**I/O nets highlighted**

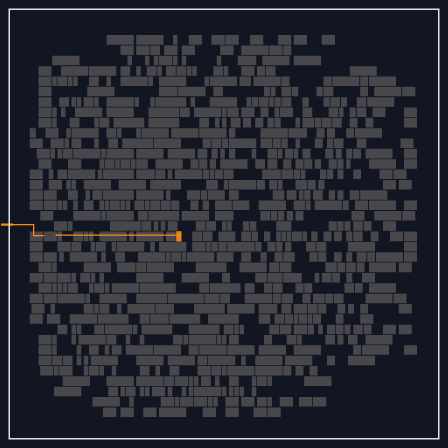
**Met3 routing**

Bar = 20 um.
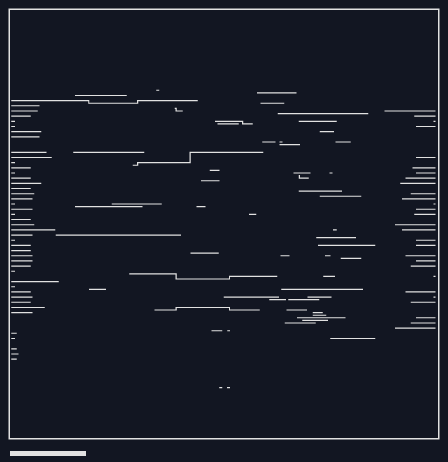
File: config.mk
export PLATFORM = sky130hd
export DESIGN_NAME = y_serial_subtractor
export DESIGN_NICKNAME = d
export VERILOG_FILES = /design/src/rtl/y_serial_subtractor.sv
export SDC_FILE = /design/constraint.sdc
export NUM_CORES = 1
export LEC_CHECK = 0
export CAP_MARGIN = 20
export CORE_MARGIN = 5
export CORE_UTILIZATION = 50
export DETAILED_ROUTE_END_ITERATION = 10
export PLACE_DENSITY = 0.78
export REMOVE_ABC_BUFFERS = 1
export SLEW_MARGIN = 30
export SYNTH_ARGS = -nofsm -noshare
export SYNTH_HDL_FRONTEND = slang
export SYNTH_SLANG_ARGS = --single-unit
File: constraint.sdc
create_clock -name clk -period 3.9 [get_ports clk]
set_input_delay 0.39 -clock clk [delete_from_list [all_inputs] [get_ports clk]]
set_output_delay 0.39 -clock clk [all_outputs]
set_load 0.01 [all_outputs]
File: src/rtl/y_serial_subtractor.sv
// Bit-serial two's-complement subtractor: z = a - b - bin, one result bit per clock, LSB first.
// Start/done handshake; results and flags hold from done until the next accepted start.
module y_serial_subtractor #(
  parameter int WIDTH = 32
) (
  input  logic             clk,
  input  logic             resetn,
  input  logic             start,
  input  logic [WIDTH-1:0] a,
  input  logic [WIDTH-1:0] b,
  input  logic             bin,
  output logic             busy,
  output logic             done,
  output logic [WIDTH-1:0] z,
  output logic             bout,
  output logic             ovf,
  output logic             zero
);

  localparam int            CW   = $clog2(WIDTH);
  localparam logic [CW-1:0] LAST = CW'(WIDTH - 1);

  typedef enum logic [1:0] {
    IDLE,
    RUN,
    DONE
  } state_e;

  state_e           state_q,  state_d;
  logic [WIDTH-1:0] a_q,      a_d;
  logic [WIDTH-1:0] b_q,      b_d;
  logic [WIDTH-1:0] z_q,      z_d;
  logic [CW-1:0]    cnt_q,    cnt_d;
  logic             borrow_q, borrow_d;
  logic             bout_q,   bout_d;
  logic             ovf_q,    ovf_d;
  logic             zero_q,   zero_d;

  logic a_bit;
  logic b_bit;

  assign a_bit = a_q[cnt_q];
  assign b_bit = b_q[cnt_q];

  // NOTE: every variable gets its hold value first so no path through the
  // case statement leaves one unassigned, which would infer a latch.
  always_comb begin
    state_d  = state_q;
    a_d      = a_q;
    b_d      = b_q;
    z_d      = z_q;
    cnt_d    = cnt_q;
    borrow_d = borrow_q;
    bout_d   = bout_q;
    ovf_d    = ovf_q;
    zero_d   = zero_q;

    unique case (state_q)
      IDLE, DONE: begin
        if (start) begin
          state_d  = RUN;
          a_d      = a;
          b_d      = b;
          borrow_d = bin;
          cnt_d    = '0;
          z_d      = '0;
        end else if (state_q == DONE) begin
          state_d = IDLE;
        end
      end

      RUN: begin
        z_d[cnt_q] = a_bit ^ b_bit ^ borrow_q;
        borrow_d   = (~a_bit & b_bit) | (~(a_bit ^ b_bit) & borrow_q);
        if (cnt_q == LAST) begin
          // Final bit: flags are derived from the completed difference.
          state_d = DONE;
          cnt_d   = '0;
          bout_d  = borrow_d;
          ovf_d   = (a_q[WIDTH-1] != b_q[WIDTH-1]) && (z_d[WIDTH-1] != a_q[WIDTH-1]);
          zero_d  = (z_d == '0);
        end else begin
          cnt_d = cnt_q + CW'(1);
        end
      end

      default: state_d = IDLE;
    endcase
  end

  // NOTE: state registers use non-blocking assignments so every flop samples
  // the pre-edge values, independent of statement order.
  always_ff @(posedge clk) begin
    if (!resetn) begin
      state_q  <= IDLE;
      a_q      <= '0;
      b_q      <= '0;
      z_q      <= '0;
      cnt_q    <= '0;
      borrow_q <= 1'b0;
      bout_q   <= 1'b0;
      ovf_q    <= 1'b0;
      zero_q   <= 1'b0;
    end else begin
      state_q  <= state_d;
      a_q      <= a_d;
      b_q      <= b_d;
      z_q      <= z_d;
      cnt_q    <= cnt_d;
      borrow_q <= borrow_d;
      bout_q   <= bout_d;
      ovf_q    <= ovf_d;
      zero_q   <= zero_d;
    end
  end

  assign busy = (state_q == RUN);
  assign done = (state_q == DONE);
  assign z    = z_q;
  assign bout = bout_q;
  assign ovf  = ovf_q;
  assign zero = zero_q;

endmodule

==> reports/summary.txt <==
clk slew on worst S/H paths: 100 ps
pre-CTS setup slack: 239 ps
GRT Util Overall: 20.8%
GPL Wtd Cong: 0.909
antenna viol nets, final: 0
# diodes: 0
largest net degree at the start of global routing: 107
Util after Layout: 64.0%
Commonest Layout Cell: nand2_1
routed wl met2: 6000 um
Yosys Instances: 608
Non-Filler Instances: 827
placed inst area: 0.00638 mm^2
critical path depth: 10
cycle use final: 93.0%
DP Cell Count: 811
unique cell type count in the Yosys netlist: 45
met3 Resource Use GR: 5.07%
Top area cell types: dfxtp_1 41%, nand2_1 10%, mux4_2 7.7%
bufs w/o clock: 120
clock group share of total power: 30.6%
final hold vios: 0
Top non-seq family: AND-OR/OR-AND gates
RSZ-0062 raised after global routing: no
Mean Syn Cell Area: 8.65 um^2
combinational power share: 16.0%
Synth top cell by count: nand2_1
buffer count from post-CTS setup fixing: 0
DIE AREA: 0.0127 mm^2
Slowest cell on crit path: fa_2
Post-Synth AOI/OAI Area: 23.2%
clk cell area share: 2.95%
Layout Nets: 760
Comb/total area: 43.9%
Starting Density: 51.2%
core footprint: 0.0103 mm^2
R2R setup slack: 270 ps
combinational gates: 441
Pwr Total: 0.00218 W
DRT Pass-1 Iters: 4
TritonCTS Sinks: 107
OpenROAD warning count: 30
mux frac, synth: 9.49%
Seq group: 0.00116 W
f_max: 0.276 GHz
status: completed
skew final: 13.5 ps
Worst Setup Start Kind: flip-flop
number of top-level pins: 105
Notes on 'I/O nets highlighted' above:
- orange: bin (bits 1; direction input; edge left; end cells 1; buffers 1; wire 44.4 um)

Notes on 'met3 routing' above:
- wire length on this layer: 887 um
- share of all routed wire: 6.8%

Power and IR drop assume default switching activity.
